Run 1, where the registers sit:
Bar = 20 um. Other sequential cells in the stronger gray, the rest of the logic in the fainter gray.
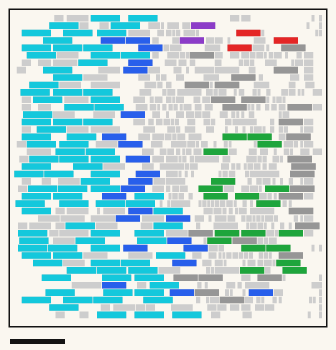
Run 1, cell classes on the final placement:
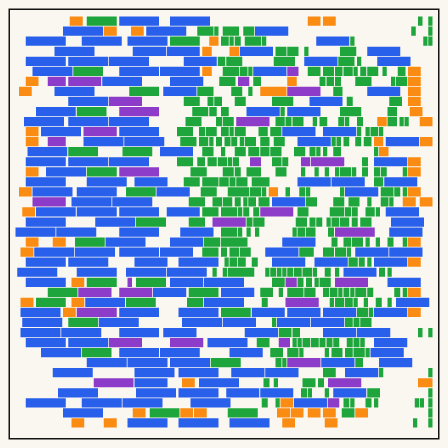
Run 1, placement view:
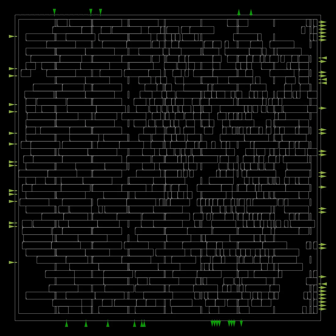
===== src/rtl/pixel_pkg.sv =====
// Shared defaults, frame size and plotter state encoding for the pixel plotter slice.
package pixel_pkg;

    localparam int unsigned H_RES_DEF    = 640;
    localparam int unsigned V_RES_DEF    = 480;
    localparam int unsigned ADDR_W_DEF   = 19;
    localparam int unsigned FRAME_PIXELS = H_RES_DEF * V_RES_DEF;
    localparam int unsigned COORD_W      = 11;

    typedef enum logic [0:0] {
        S_RUN   = 1'b0,
        S_CLEAR = 1'b1
    } plot_state_t;

endpackage


===== src/rtl/pixel_fifo.sv =====
// Ingress FIFO for plotter pixels: async active-low reset, registered read data,
// rd_valid marks when rd_data holds the head entry and a pop is allowed.
module pixel_fifo #(
    parameter int unsigned WIDTH = 23,
    parameter int unsigned DEPTH = 4
) (
    input  logic             clk,
    input  logic             reset,
    input  logic             push,
    input  logic [WIDTH-1:0] wr_data,
    input  logic             pop,
    output logic             full,
    output logic             empty,
    output logic             rd_valid,
    output logic [WIDTH-1:0] rd_data
);

    localparam int unsigned  PTR_W    = (DEPTH > 1) ? $clog2(DEPTH) : 1;
    localparam logic [PTR_W:0] CNT_FULL = (PTR_W + 1)'(DEPTH);
    localparam logic [PTR_W:0] CNT_ONE  = (PTR_W + 1)'(1);

    logic [WIDTH-1:0] mem_q [DEPTH];
    logic [WIDTH-1:0] mem_d [DEPTH];
    logic [PTR_W-1:0] wptr_q, wptr_d;
    logic [PTR_W-1:0] rptr_q, rptr_d;
    logic [PTR_W:0]   count_q, count_d;
    logic [WIDTH-1:0] rd_data_q, rd_data_d;
    logic             rd_valid_q, rd_valid_d;
    logic             push_ok;
    logic             pop_ok;

    assign full     = (count_q == CNT_FULL);
    assign empty    = (count_q == '0);
    assign push_ok  = push && !full;
    assign pop_ok   = pop && rd_valid_q;
    assign rd_valid = rd_valid_q;
    assign rd_data  = rd_data_q;

    always_comb begin
        mem_d   = mem_q;
        wptr_d  = wptr_q;
        rptr_d  = rptr_q;
        count_d = count_q;
        if (push_ok) begin
            mem_d[wptr_q] = wr_data;
            wptr_d        = wptr_q + PTR_W'(1);
        end
        if (pop_ok) begin
            rptr_d = rptr_q + PTR_W'(1);
        end
        if (push_ok && !pop_ok) begin
            count_d = count_q + CNT_ONE;
        end else if (!push_ok && pop_ok) begin
            count_d = count_q - CNT_ONE;
        end
        // Head is read from the pre-write array, so an entry written on this edge
        // into the head slot becomes visible one edge later.
        rd_data_d  = mem_q[rptr_d];
        rd_valid_d = (count_d != '0) && !(push_ok && (wptr_q == rptr_d));
    end

    always_ff @(posedge clk) begin
        mem_q <= mem_d;
    end

    always_ff @(posedge clk or negedge reset) begin
        if (!reset) begin
            wptr_q     <= '0;
            rptr_q     <= '0;
            count_q    <= '0;
            rd_data_q  <= '0;
            rd_valid_q <= 1'b0;
        end else begin
            wptr_q     <= wptr_d;
            rptr_q     <= rptr_d;
            count_q    <= count_d;
            rd_data_q  <= rd_data_d;
            rd_valid_q <= rd_valid_d;
        end
    end

endmodule


===== src/rtl/pixel_plotter.sv =====
// Buffers line-drawer pixels, converts them to linear framebuffer writes and runs the
// full-frame clear sweep. Define PIXEL_CLIP_EN to drop off-frame pixels and count them.
module pixel_plotter
    import pixel_pkg::*;
#(
    parameter int unsigned H_RES      = H_RES_DEF,
    parameter int unsigned V_RES      = V_RES_DEF,
    parameter int unsigned ADDR_W     = ADDR_W_DEF,
    parameter int unsigned COLOR_W    = 1,
    parameter int unsigned FIFO_DEPTH = 4
) (
    input  logic               clk,
    input  logic               reset,
    input  logic               pix_valid,
    output logic               pix_ready,
    input  logic [10:0]        pix_x,
    input  logic [10:0]        pix_y,
    input  logic [COLOR_W-1:0] pix_color,
    input  logic               clear_start,
    output logic               fb_req,
    input  logic               fb_gnt,
    output logic [ADDR_W-1:0]  fb_addr,
    output logic [COLOR_W-1:0] fb_data,
    output logic               busy,
    output logic [15:0]        clip_count
);

    localparam int unsigned       PIX_W     = 2 * COORD_W + COLOR_W;
    localparam logic [ADDR_W-1:0] LAST_ADDR = ADDR_W'(H_RES * V_RES - 1);

    plot_state_t        state_q, state_d;
    logic               fb_req_q, fb_req_d;
    logic [ADDR_W-1:0]  fb_addr_q, fb_addr_d;
    logic [COLOR_W-1:0] fb_data_q, fb_data_d;
    logic [ADDR_W-1:0]  sweep_q, sweep_d;
    logic               sweep_done_q, sweep_done_d;
    logic               alive_q;

    logic               fifo_push;
    logic               fifo_pop;
    logic               fifo_full;
    logic               fifo_empty;
    logic               fifo_rd_valid;
    logic [PIX_W-1:0]   fifo_wdata;
    logic [PIX_W-1:0]   fifo_rdata;
    logic [10:0]        fifo_x;
    logic [10:0]        fifo_y;
    logic [COLOR_W-1:0] fifo_color;
    logic [ADDR_W-1:0]  pix_addr;
    logic               pix_in_frame;
    logic               out_free;

    assign fifo_wdata = {pix_y, pix_x, pix_color};
    assign fifo_y     = fifo_rdata[PIX_W-1 -: COORD_W];
    assign fifo_x     = fifo_rdata[COLOR_W +: COORD_W];
    assign fifo_color = fifo_rdata[COLOR_W-1:0];
    assign pix_addr   = ADDR_W'(32'(fifo_y) * H_RES + 32'(fifo_x));

    assign out_free  = !fb_req_q || fb_gnt;
    assign pix_ready = alive_q && !fifo_full && (state_q == S_RUN);
    assign fifo_push = pix_valid && pix_ready;
    assign fifo_pop  = (state_q == S_RUN) && fifo_rd_valid && out_free;
    assign busy      = !fifo_empty || fb_req_q || (state_q == S_CLEAR);

    assign fb_req  = fb_req_q;
    assign fb_addr = fb_addr_q;
    assign fb_data = fb_data_q;

    pixel_fifo #(
        .WIDTH (PIX_W),
        .DEPTH (FIFO_DEPTH)
    ) u_fifo (
        .clk      (clk),
        .reset    (reset),
        .push     (fifo_push),
        .wr_data  (fifo_wdata),
        .pop      (fifo_pop),
        .full     (fifo_full),
        .empty    (fifo_empty),
        .rd_valid (fifo_rd_valid),
        .rd_data  (fifo_rdata)
    );

`ifdef PIXEL_CLIP_EN
    logic [15:0] clip_count_q, clip_count_d;

    assign pix_in_frame = (32'(fifo_x) < H_RES) && (32'(fifo_y) < V_RES);
    assign clip_count   = clip_count_q;

    always_comb begin
        clip_count_d = clip_count_q;
        if (fifo_pop && !pix_in_frame && (clip_count_q != 16'hFFFF)) begin
            clip_count_d = clip_count_q + 16'd1;
        end
    end

    always_ff @(posedge clk or negedge reset) begin
        if (!reset) begin
            clip_count_q <= '0;
        end else begin
            clip_count_q <= clip_count_d;
        end
    end
`else
    assign pix_in_frame = 1'b1;
    assign clip_count   = '0;
`endif

    always_comb begin
        state_d      = state_q;
        fb_req_d     = fb_req_q;
        fb_addr_d    = fb_addr_q;
        fb_data_d    = fb_data_q;
        sweep_d      = sweep_q;
        sweep_done_d = sweep_done_q;
        if (fb_req_q && fb_gnt) begin
            fb_req_d = 1'b0;
        end
        unique case (state_q)
            S_RUN: begin
                if (fifo_pop && pix_in_frame) begin
                    fb_req_d  = 1'b1;
                    fb_addr_d = pix_addr;
                    fb_data_d = fifo_color;
                end
                if (clear_start && !busy) begin
                    state_d      = S_CLEAR;
                    sweep_d      = '0;
                    sweep_done_d = 1'b0;
                end
            end
            S_CLEAR: begin
                // Leaving the sweep needs the final address granted, not just issued.
                if (out_free) begin
                    if (sweep_done_q) begin
                        state_d = S_RUN;
                    end else begin
                        fb_req_d  = 1'b1;
                        fb_addr_d = sweep_q;
                        fb_data_d = '0;
                        if (sweep_q == LAST_ADDR) begin
                            sweep_done_d = 1'b1;
                        end else begin
                            sweep_d = sweep_q + ADDR_W'(1);
                        end
                    end
                end
            end
            default: state_d = S_RUN;
        endcase
    end

    always_ff @(posedge clk or negedge reset) begin
        if (!reset) begin
            state_q      <= S_RUN;
            fb_req_q     <= 1'b0;
            fb_addr_q    <= '0;
            fb_data_q    <= '0;
            sweep_q      <= '0;
            sweep_done_q <= 1'b0;
            alive_q      <= 1'b0;
        end else begin
            state_q      <= state_d;
            fb_req_q     <= fb_req_d;
            fb_addr_q    <= fb_addr_d;
            fb_data_q    <= fb_data_d;
            sweep_q      <= sweep_d;
            sweep_done_q <= sweep_done_d;
            alive_q      <= 1'b1;
        end
    end

endmodule

===== config.mk =====
export PLATFORM = sky130hd
export DESIGN_NAME = pixel_plotter
export DESIGN_NICKNAME = d
export VERILOG_FILES = /design/src/rtl/pixel_pkg.sv /design/src/rtl/pixel_fifo.sv /design/src/rtl/pixel_plotter.sv
export SDC_FILE = /design/constraint.sdc
export NUM_CORES = 1
export LEC_CHECK = 0
export ABC_CLOCK_PERIOD_IN_PS = 3600
export CORE_UTILIZATION = 57
export DETAILED_ROUTE_END_ITERATION = 16
export GPL_TIMING_DRIVEN = 1
export PLACE_DENSITY_LB_ADDON = 0.15
export SLEW_MARGIN = 25
export SYNTH_ARGS = -nofsm -noshare
export SYNTH_HDL_FRONTEND = slang
export SYNTH_SLANG_ARGS = --single-unit

===== constraint.sdc =====
create_clock -name clk -period 3.6 [get_ports clk]
set_input_delay 0.72 -clock clk [delete_from_list [all_inputs] [get_ports clk]]
set_output_delay 0.72 -clock clk [all_outputs]
set_load 0.02 [all_outputs]

==> reports/metrics.csv, run 1 <==
metric;value;unit
area share of and/or/nand/nor cells after synthesis;9.32;%
commonest cells in the synthesized netlist;sky130_fd_sc_hd__edfxtp_1, sky130_fd_sc_hd__dfrtp_1, sky130_fd_sc_hd__nand2_1, sky130_fd_sc_hd__o21ai_0, sky130_fd_sc_hd__ha_1;
hold_ws;0.313;ns
Comb power frac;6.2;%
final hold violations;0;
count of clock tree sinks;166;
cell taking the most area after synthesis;sky130_fd_sc_hd__edfxtp_1;
post-cts gate resize count;0;
number of flip-flops and latches in the synthesized netlist;166;
Total GRT Usage;22.3;%
top-level I/O count;67;
Non-clock buffers;60;
worst clock skew;0.00690;ns
count of warning messages emitted by the tools;31;
Met1 Wirelength;5.97;mm
clock-pin slew of the registers on the worst-case setup and hold paths;0.06;ns
largest class;flip-flops and latches;
post-route fraction of the period consumed by the critical path;93.5;%
routed length per placed instance;17.3;um
sequential area share after synthesis;62.4;%
WP buf/inv;0;
met2 demand-to-capacity share in global routing;36.9;%
detailed router's first-iteration violation count;323;
share of cells above drive strength 1;12.9;%
Non-clock buffer share;6.75;%
Psw;958;uW
clk root buf;sky130_fd_sc_hd__clkbuf_16;
kind of cell with the highest combined delay on the critical path;simple AND/OR/NAND/NOR gates;
sequential fraction of design power;47.8;%
switching power share of the total;21.7;%
proportion of power drawn by the clock network;45.9;%
highest routing layer actually used;met4;
drt first pass iters;4;
static power due to leakage;0.00341;uW
count of library flops with an enable pin;92;
number of levels in the clock H-tree;4;
end of the worst register-to-register path;fb_addr[18];
Syn-to-layout area delta;18.2;%
type of the worst setup path;flop to flop;
placer congestion estimate;0.830;
overall routed net length;13.5;mm
number of non-clock inverters in the layout;21;
number of vias in the routed layout;4317;
Routed met3 length;576;um
half-perimeter wire length after detailed placement;8.58;mm
fraction of met1 tracks used by global routing;29.4;%
average cell area after synthesis;14.0;um^2
share of flip-flops with an asynchronous set or reset after synthesis;44.6;%
most frequent logic cell in the layout;sky130_fd_sc_hd__edfxtp_1;
Comb area share;29.4;%
number of well taps;172;
antenna diode count;0;
CP Data Arrival Time;3.73;ns
Crit path required time;3.96;ns
run status;finished, final reports clean;
flip-flop count of the largest register after layout;92;
post-synthesis cell count;529;
cell at the slowest stage of the critical path;sky130_fd_sc_hd__or4_1;
unrepaired setup endpoints after global routing;no;
met3 capacity usage during global routing;5.07;%
hold buffer count at CTS;0;
maximum single-stage delay on the critical path;0.57;ns
CTS tree;yes;
cell area after synthesis;7390;um^2
clock latency on the worst-skew pair;0.42;ns
VDD IR max;0.430;mV
die extent in x;116;um
fraction of synthesized cell area taken by the top area cell type;37.4;%
clock network power consumption;2030;uW
sum of internal, switching and leakage power;4420;uW
Primary FF master, synth;sky130_fd_sc_hd__edfxtp_1;
crit-path max FO;3;
register-to-register setup slack;0.23;ns
Largest cells by area;sky130_fd_sc_hd__edfxtp_1, sky130_fd_sc_hd__dfrtp_1, sky130_fd_sc_hd__mux4_2, sky130_fd_sc_hd__ha_1, sky130_fd_sc_hd__xnor2_1;
post-synthesis chip area from yosys;7390;um^2
total area of multi-input combinational cells;2570;um^2
routed length on met2;6.74;mm
relative slew slack;55.6;%
share of cell area taken by muxes after synthesis;8.22;%
reg2reg start;u_fifo.rd_data[13];
maximum frequency from static timing analysis;0.297;GHz
Distinct lib cells used;62;
number of violations of the max-capacitance limit;0;
count of multi-input gates;325;
register ranked first by flip-flop count;u_fifo.mem_q;
cell total in the yosys stat output;529;
XOR/XNOR Area Share;4.37;%
first-pass GRT wire length;21.9;mm
PwrDens;506;nW/um^2
floorplan core density;58.6;%
count of unresolved DRC violations after routing;0;
Total Die Area;13400;um^2
Int Pwr;3460;uW
postcts setup bufs;0;
total CTS buffers;17;
transition time of the tightest slew-check pin;0.666;ns
startpoint type of the worst setup path;flop;
via/cell ratio;5.56;
reg2reg path depth;9;
most frequently placed logic cells in the final layout;sky130_fd_sc_hd__edfxtp_1, sky130_fd_sc_hd__dfrtp_1, sky130_fd_sc_hd__clkdlybuf4s50_1;
residual antenna-violating net count after detailed routing;0;
FA/HA/MAJ Cells, Area Fraction;5.45;%
placed standard-cell area;8070;um^2
number of filler instances in the final layout;891;
buffer depth of the longest clock path;2;
share of synthesized cell area in and-or and or-and compound cells;6.35;%
Pwr top;sequential cells;
total combinational power;275;uW
setup violators final;0;
number of antenna violations at the first check in global routing;0;
kind of capture point of the worst setup path;flop;
time the worst path needs with I/O delays and setup;3.37;ns
fraction of area in clock buffers and inverters;7.63;%
Final #Nets;650;
max-slew violation count;0;
Synth warnings;0;
CP cell instances;ha_1, ha_1, fa_1, a211oi_1, o2111a_1, a311oi_1, or4_1, or4_1, nand3_1;
final-layout clock buffer total;19;
path class of the lowest-slack min-delay path;primary input to async pin;
dominant kind of combinational cell;simple AND/OR/NAND/NOR gates;
maximum number of pins on one net before global-route repair;75;
top-count cell post-synth;sky130_fd_sc_hd__edfxtp_1;
buffers added on ports;50;
Total Neg Setup Slack;0;ns
vertical extent of the die;116;um
via count of the first global-routing pass;4332;
Most Used Layer, Global Route;met2;
overflow left after global routing;0;
Notes on 'where the registers sit' above:
Green shows sweep_q, placed flops 19. Purple shows u_fifo.wptr_q, placed flops 2. Blue shows u_fifo.rd_data, placed flops 23. Red shows u_fifo.count_q, placed flops 3. Cyan shows u_fifo.mem_q, placed flops 92.
Seq/total area: 52.8%
sequential cell area in the final layout: 4610 um^2
fraction of the core area covered by cells at the end of the flow: 69.2%
Seq group: 2110 uW

Notes on 'cell classes on the final placement' above:
Orange shows remaining buffers and delay cells, cells 60, share of their area 6.9%. Green shows remaining logic cells, cells 346, share of their area 31%. Blue shows registers, cells 166, share of their area 54%. Purple shows clock drivers and dummy loads, cells 32, share of their area 7.8%.
CORE AREA: 12600 um^2
std cell rows: 41
Post-Layout Inst Area: 8740 um^2

Notes on 'placement view' above:
final cell count without fillers: 776
flip-flops: 166

==> run 1: metrics by stage <==
stage	worst slack, ns	instances	utilization [%]
after floorplan	0.494	544	-
after global placement	0.380	744	63.9
after detailed placement	0.289	744	63.9
after CTS	0.243	776	69.2
after global routing	0.122	776	69.2
final	0.234	776	69.2
==> run 1: worst max-delay path by stage <==
stage,start,endpoint,slack [ns],depth (start not counted)
final,u_fifo.rd_data[13],fb_addr[18],0.23,9
after global routing,u_fifo.rd_data[13],fb_addr[18],0.12,9
after CTS,u_fifo.rd_data[13],fb_addr[18],0.24,9
after detailed placement,u_fifo.rd_data[13],fb_addr[18],0.29,9
after global placement,u_fifo.rd_data[13],fb_addr[18],0.38,9
after floorplan,u_fifo.rd_data[13],fb_addr[18],0.49,9
## Run 2: what changed since run 1
CORE_ASPECT_RATIO = 1.2   (was unset)
Run 2, cell density map:
The die is cut into 11 by 13 equal tiles; white is low, dark blue is high, 0 to 100% covered.
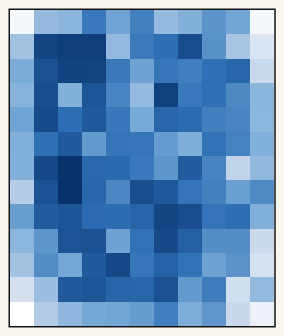
The fullest tile reaches 100%. The mean over all tiles is 63%. 0.70% of the tiles are nearly empty.

==> run 2 against run 1 <==
Against the previous run: synthesized cell count is the same; maximum frequency grew 1.1%; synthesized area is the same; clock skew grew 0.0044 ns; sequential share of layout area grew 0.60 points; power shrank 6.2%; critical endpoint unchanged; register-to-register slack gained 0.04 ns; flip-flop count is the same; combinational power is essentially flat; via count grew 0.19%; wire length shrank 0.76%.
==> reports/metrics.csv, run 2 <==
metric;value;unit;change
share of synthesized cell area in and-or and or-and compound cells;6.35;%;unchanged
top-level I/O count;67;;unchanged
path class of the lowest-slack min-delay path;primary input to async pin;;unchanged
highest routing layer actually used;met4;;unchanged
Total Neg Setup Slack;0;ns;unchanged
antenna diode count;0;;unchanged
post-synthesis chip area from yosys;7390;um^2;unchanged
overall routed net length;13.4;mm;was 13.5 mm
transition time of the tightest slew-check pin;0.693;ns;was 0.666 ns
setup violators final;0;;unchanged
met3 capacity usage during global routing;4.32;%;was 5.07%
number of violations of the max-capacitance limit;0;;unchanged
total CTS buffers;17;;unchanged
register-to-register setup slack;0.27;ns;was 0.23 ns
Post-Layout Inst Area;8640;um^2;was 8740 um^2
Final #Nets;650;;unchanged
max-slew violation count;0;;unchanged
final cell count without fillers;768;;was 776
source of the critical timing path;u_fifo.rd_data[13];;unchanged
count of warning messages emitted by the tools;31;;unchanged
XOR/XNOR Area Share;4.37;%;unchanged
commonest cells in the synthesized netlist;sky130_fd_sc_hd__edfxtp_1, sky130_fd_sc_hd__dfrtp_1, sky130_fd_sc_hd__nand2_1, sky130_fd_sc_hd__o21ai_0, sky130_fd_sc_hd__ha_1;;unchanged
Primary FF master, synth;sky130_fd_sc_hd__edfxtp_1;;unchanged
Distinct lib cells used;62;;unchanged
placer congestion estimate;0.833;;was 0.830
static power due to leakage;0.00336;uW;was 0.00341 uW
fraction of met1 tracks used by global routing;27.4;%;was 29.4%
setup slack after placement;0.285;ns;was 0.289 ns
fraction of the core area covered by cells at the end of the flow;68.2;%;was 69.2%
Cells after DPL;736;;was 744
CP cell instances;ha_1, ha_1, fa_1, a211oi_1, o2111a_1, a311oi_1, or4_1, or4_1, nand3_1;;unchanged
WP buf/inv;0;;unchanged
dominant kind of combinational cell;simple AND/OR/NAND/NOR gates;;unchanged
routed length per placed instance;17.4;um;was 17.3 um
buffer depth of the longest clock path;2;;unchanged
CTS tree;yes;;unchanged
maximum number of pins on one net before global-route repair;75;;unchanged
run status;finished, final reports clean;;unchanged
kind of cell with the highest combined delay on the critical path;simple AND/OR/NAND/NOR gates;;unchanged
half-perimeter wire length after detailed placement;8.45;mm;was 8.58 mm
clock latency on the worst-skew pair;0.41;ns;was 0.42 ns
fraction of synthesized cell area taken by the top area cell type;37.4;%;unchanged
cell total in the yosys stat output;529;;unchanged
most frequently placed logic cells in the final layout;sky130_fd_sc_hd__edfxtp_1, sky130_fd_sc_hd__dfrtp_1, sky130_fd_sc_hd__clkdlybuf4s50_1;;unchanged
cell taking the most area after synthesis;sky130_fd_sc_hd__edfxtp_1;;unchanged
Synth warnings;0;;unchanged
type of the worst setup path;flop to flop;;unchanged
Crit path required time;3.94;ns;was 3.96 ns
residual antenna-violating net count after detailed routing;0;;unchanged
top-count cell post-synth;sky130_fd_sc_hd__edfxtp_1;;unchanged
number of filler instances in the final layout;875;;was 891
placed standard-cell area;8060;um^2;was 8070 um^2
worst setup path endpoint;fb_addr[18];;unchanged
worst clock skew;0.0113;ns;was 0.00690 ns
maximum single-stage delay on the critical path;0.57;ns;about the same
cell area after synthesis;7390;um^2;unchanged
number of antenna violations at the first check in global routing;0;;unchanged
most frequent logic cell in the layout;sky130_fd_sc_hd__edfxtp_1;;unchanged
area share of and/or/nand/nor cells after synthesis;9.32;%;unchanged
via count of the first global-routing pass;4453;;was 4332
CORE AREA;12700;um^2;was 12600 um^2
time the worst path needs with I/O delays and setup;3.33;ns;was 3.37 ns
vertical extent of the die;127;um;was 116 um
die extent in x;106;um;was 116 um
first-pass GRT wire length;22.3;mm;was 21.9 mm
via/cell ratio;5.63;;was 5.56
## run 2: cell type report
type | instances | area [um^2] | area share (%)
Timing Repair Buffer | 60 | 589 | 6.82
Sequential cell | 166 | 4610 | 53.4
Inverter | 21 | 78.8 | 0.913
Multi-Input combinational cell | 325 | 2570 | 29.8
Clock buffer | 19 | 433 | 5.01
Clock inverter | 13 | 145 | 1.68
Tap cell | 164 | 205 | 2.38
## run 2: power by group
part | total [uW] | switching, uW | internal (uW)
combinational | 275 | 156 | 119
clock | 1760 | 727 | 1030
sequential | 2110 | 47.5 | 2060
## Run 3: what changed since run 2
CORE_MARGIN = 2   (was unset)
Run 3, where the registers sit:
Bar = 20 um. Other sequential cells in the stronger gray, the rest of the logic in the fainter gray.
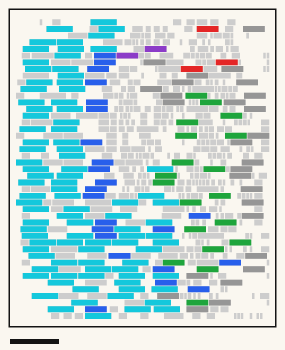
Cyan shows u_fifo.mem_q, placed flops 92. Green shows sweep_q, placed flops 19. Blue shows u_fifo.rd_data, placed flops 23. Red shows u_fifo.count_q, placed flops 3. Purple shows u_fifo.wptr_q, placed flops 2.

==> run 3 against run 2 <==
Against the previous run: first-iteration DRC count up 17%; clock skew decreased by 0.0051 ns; utilization up 0.78 points; die area grew 3.5%; clock power increased by 15%; combinational power about the same; largest power group unchanged; highest routed layer unchanged.
==> reports/metrics.csv, run 3 <==
metric;value;unit;change
vertical extent of the die;129;um;was 127 um
number of non-clock inverters in the layout;21;;unchanged
transition time of the tightest slew-check pin;0.687;ns;was 0.693 ns
sequential fraction of design power;47.8;%;was 50.9%
detailed router's first-iteration violation count;283;;was 242
path class of the lowest-slack min-delay path;primary input to async pin;;unchanged
clk root buf;sky130_fd_sc_hd__clkbuf_16;;unchanged
Seq/total area;52.8;%;was 53.4%
Total Neg Setup Slack;0;ns;unchanged
Final #Nets;650;;unchanged
hold buffer count at CTS;0;;unchanged
cell at the slowest stage of the critical path;sky130_fd_sc_hd__or4_1;;unchanged
fraction of area in clock buffers and inverters;7.75;%;was 6.69%
dominant kind of combinational cell;simple AND/OR/NAND/NOR gates;;unchanged
Syn-to-layout area delta;18.2;%;was 16.8%
FA/HA/MAJ Cells, Area Fraction;5.45;%;unchanged
Comb power frac;6.3;%;was 6.6%
Psw;964;uW;was 930 uW
Total GRT Usage;20.8;%;was 21.9%
Comb area share;29.4;%;was 29.8%
sequential cell area in the final layout;4610;um^2;unchanged
CORE AREA;12700;um^2;unchanged
type of the worst setup path;flop to flop;;unchanged
Pwr top;sequential cells;;unchanged
time the worst path needs with I/O delays and setup;3.32;ns;was 3.33 ns
largest class;flip-flops and latches;;unchanged
count of library flops with an enable pin;92;;unchanged
WP buf/inv;0;;unchanged
kind of capture point of the worst setup path;flop;;unchanged
relative slew slack;54.2;%;was 53.8%
via count of the first global-routing pass;4343;;was 4453
static power due to leakage;0.00342;uW;was 0.00336 uW
hold_ws;0.317;ns;was 0.334 ns
post-route fraction of the period consumed by the critical path;92.2;%;was 92.5%
number of filler instances in the final layout;856;;was 875
buffer depth of the longest clock path;2;;unchanged
clock network power consumption;2030;uW;was 1760 uW
via/cell ratio;5.55;;was 5.63
met3 capacity usage during global routing;5.17;%;was 4.32%
share of cells above drive strength 1;13.1;%;was 12.6%
clock latency on the worst-skew pair;0.42;ns;was 0.41 ns
register ranked first by flip-flop count;u_fifo.mem_q;;unchanged
share of cell area taken by muxes after synthesis;8.22;%;unchanged
number of violations of the max-capacitance limit;0;;unchanged
post-cts gate resize count;0;;unchanged
count of clock tree sinks;166;;unchanged
cell area after synthesis;7390;um^2;unchanged
antenna diode count;0;;unchanged
PwrDens;506;nW/um^2;was 480 nW/um^2
startpoint type of the worst setup path;flop;;unchanged
area share of and/or/nand/nor cells after synthesis;9.32;%;unchanged
run status;finished, final reports clean;;unchanged
setup violators final;0;;unchanged
post-synthesis chip area from yosys;7390;um^2;unchanged
Largest cells by area;sky130_fd_sc_hd__edfxtp_1, sky130_fd_sc_hd__dfrtp_1, sky130_fd_sc_hd__mux4_2, sky130_fd_sc_hd__ha_1, sky130_fd_sc_hd__xnor2_1;;unchanged
Non-clock buffers;60;;unchanged
Primary FF master, synth;sky130_fd_sc_hd__edfxtp_1;;unchanged
drt first pass iters;4;;unchanged
final cell count without fillers;768;;unchanged
cell total in the yosys stat output;529;;unchanged
overall routed net length;12.8;mm;was 13.4 mm
number of well taps;164;;unchanged
fraction of synthesized cell area taken by the top area cell type;37.4;%;unchanged
placed standard-cell area;8060;um^2;unchanged
sum of internal, switching and leakage power;4420;uW;was 4140 uW
clock-pin slew of the registers on the worst-case setup and hold paths;0.07;ns;was 0.06 ns
number of antenna violations at the first check in global routing;0;;unchanged
CP Data Arrival Time;3.68;ns;was 3.67 ns
count of warning messages emitted by the tools;31;;unchanged
overflow left after global routing;0;;unchanged
crit-path max FO;3;;unchanged
number of vias in the routed layout;4259;;was 4325
switching power share of the total;21.8;%;was 22.4%
Synth warnings;0;;unchanged
fraction of met1 tracks used by global routing;27.0;%;was 27.4%
share of synthesized cell area in and-or and or-and compound cells;6.35;%;unchanged
Crit path required time;3.96;ns;was 3.94 ns
Int Pwr;3450;uW;was 3210 uW
CP cell instances;ha_1, ha_1, fa_1, a211oi_1, o2111a_1, a311oi_1, or4_1, or4_1, nand3_1;;unchanged
unrepaired setup endpoints after global routing;no;;unchanged
met2 demand-to-capacity share in global routing;34.5;%;was 37.6%
routed length per placed instance;16.7;um;was 17.4 um
top-level I/O count;67;;unchanged
number of levels in the clock H-tree;4;;unchanged
Cells after DPL;736;;unchanged
Post-Layout Inst Area;8740;um^2;was 8640 um^2
post-synthesis cell count;529;;unchanged
commonest cells in the synthesized netlist;sky130_fd_sc_hd__edfxtp_1, sky130_fd_sc_hd__dfrtp_1, sky130_fd_sc_hd__nand2_1, sky130_fd_sc_hd__o21ai_0, sky130_fd_sc_hd__ha_1;;unchanged
flip-flop count of the largest register after layout;92;;unchanged
kind of cell with the highest combined delay on the critical path;simple AND/OR/NAND/NOR gates;;unchanged
maximum number of pins on one net before global-route repair;75;;unchanged
cell taking the most area after synthesis;sky130_fd_sc_hd__edfxtp_1;;unchanged
Total Die Area;13900;um^2;was 13400 um^2
count of multi-input gates;325;;unchanged
Seq group;2110;uW;about the same
placer congestion estimate;0.842;;was 0.833
run 3: cell types whose count changed in the layout (fill, tap and decap cells not counted), moves of 2 or more:
cell,delta
sky130_fd_sc_hd__bufinv_16,+3
sky130_fd_sc_hd__clkbuf_1,-2
sky130_fd_sc_hd__clkinv_4,+2
sky130_fd_sc_hd__clkinvlp_4,-3
run 3: final timing paths:
path,from,to,slack [ns],cells after the start
max,u_fifo.rd_data[13],fb_addr[18],0.28,9
min,reset,fb_addr[6],0.32,1
max reg2reg,u_fifo.rd_data[13],fb_addr[18],0.28,9
min reg2reg,fb_addr[8],fb_addr[8],0.48,2
max in group asynchronous,reset,sweep_q[11],2.82,1
min in group clk,fb_addr[8],fb_addr[8],0.48,2
No activity file was given, so power comes from the tool's default toggle rates.
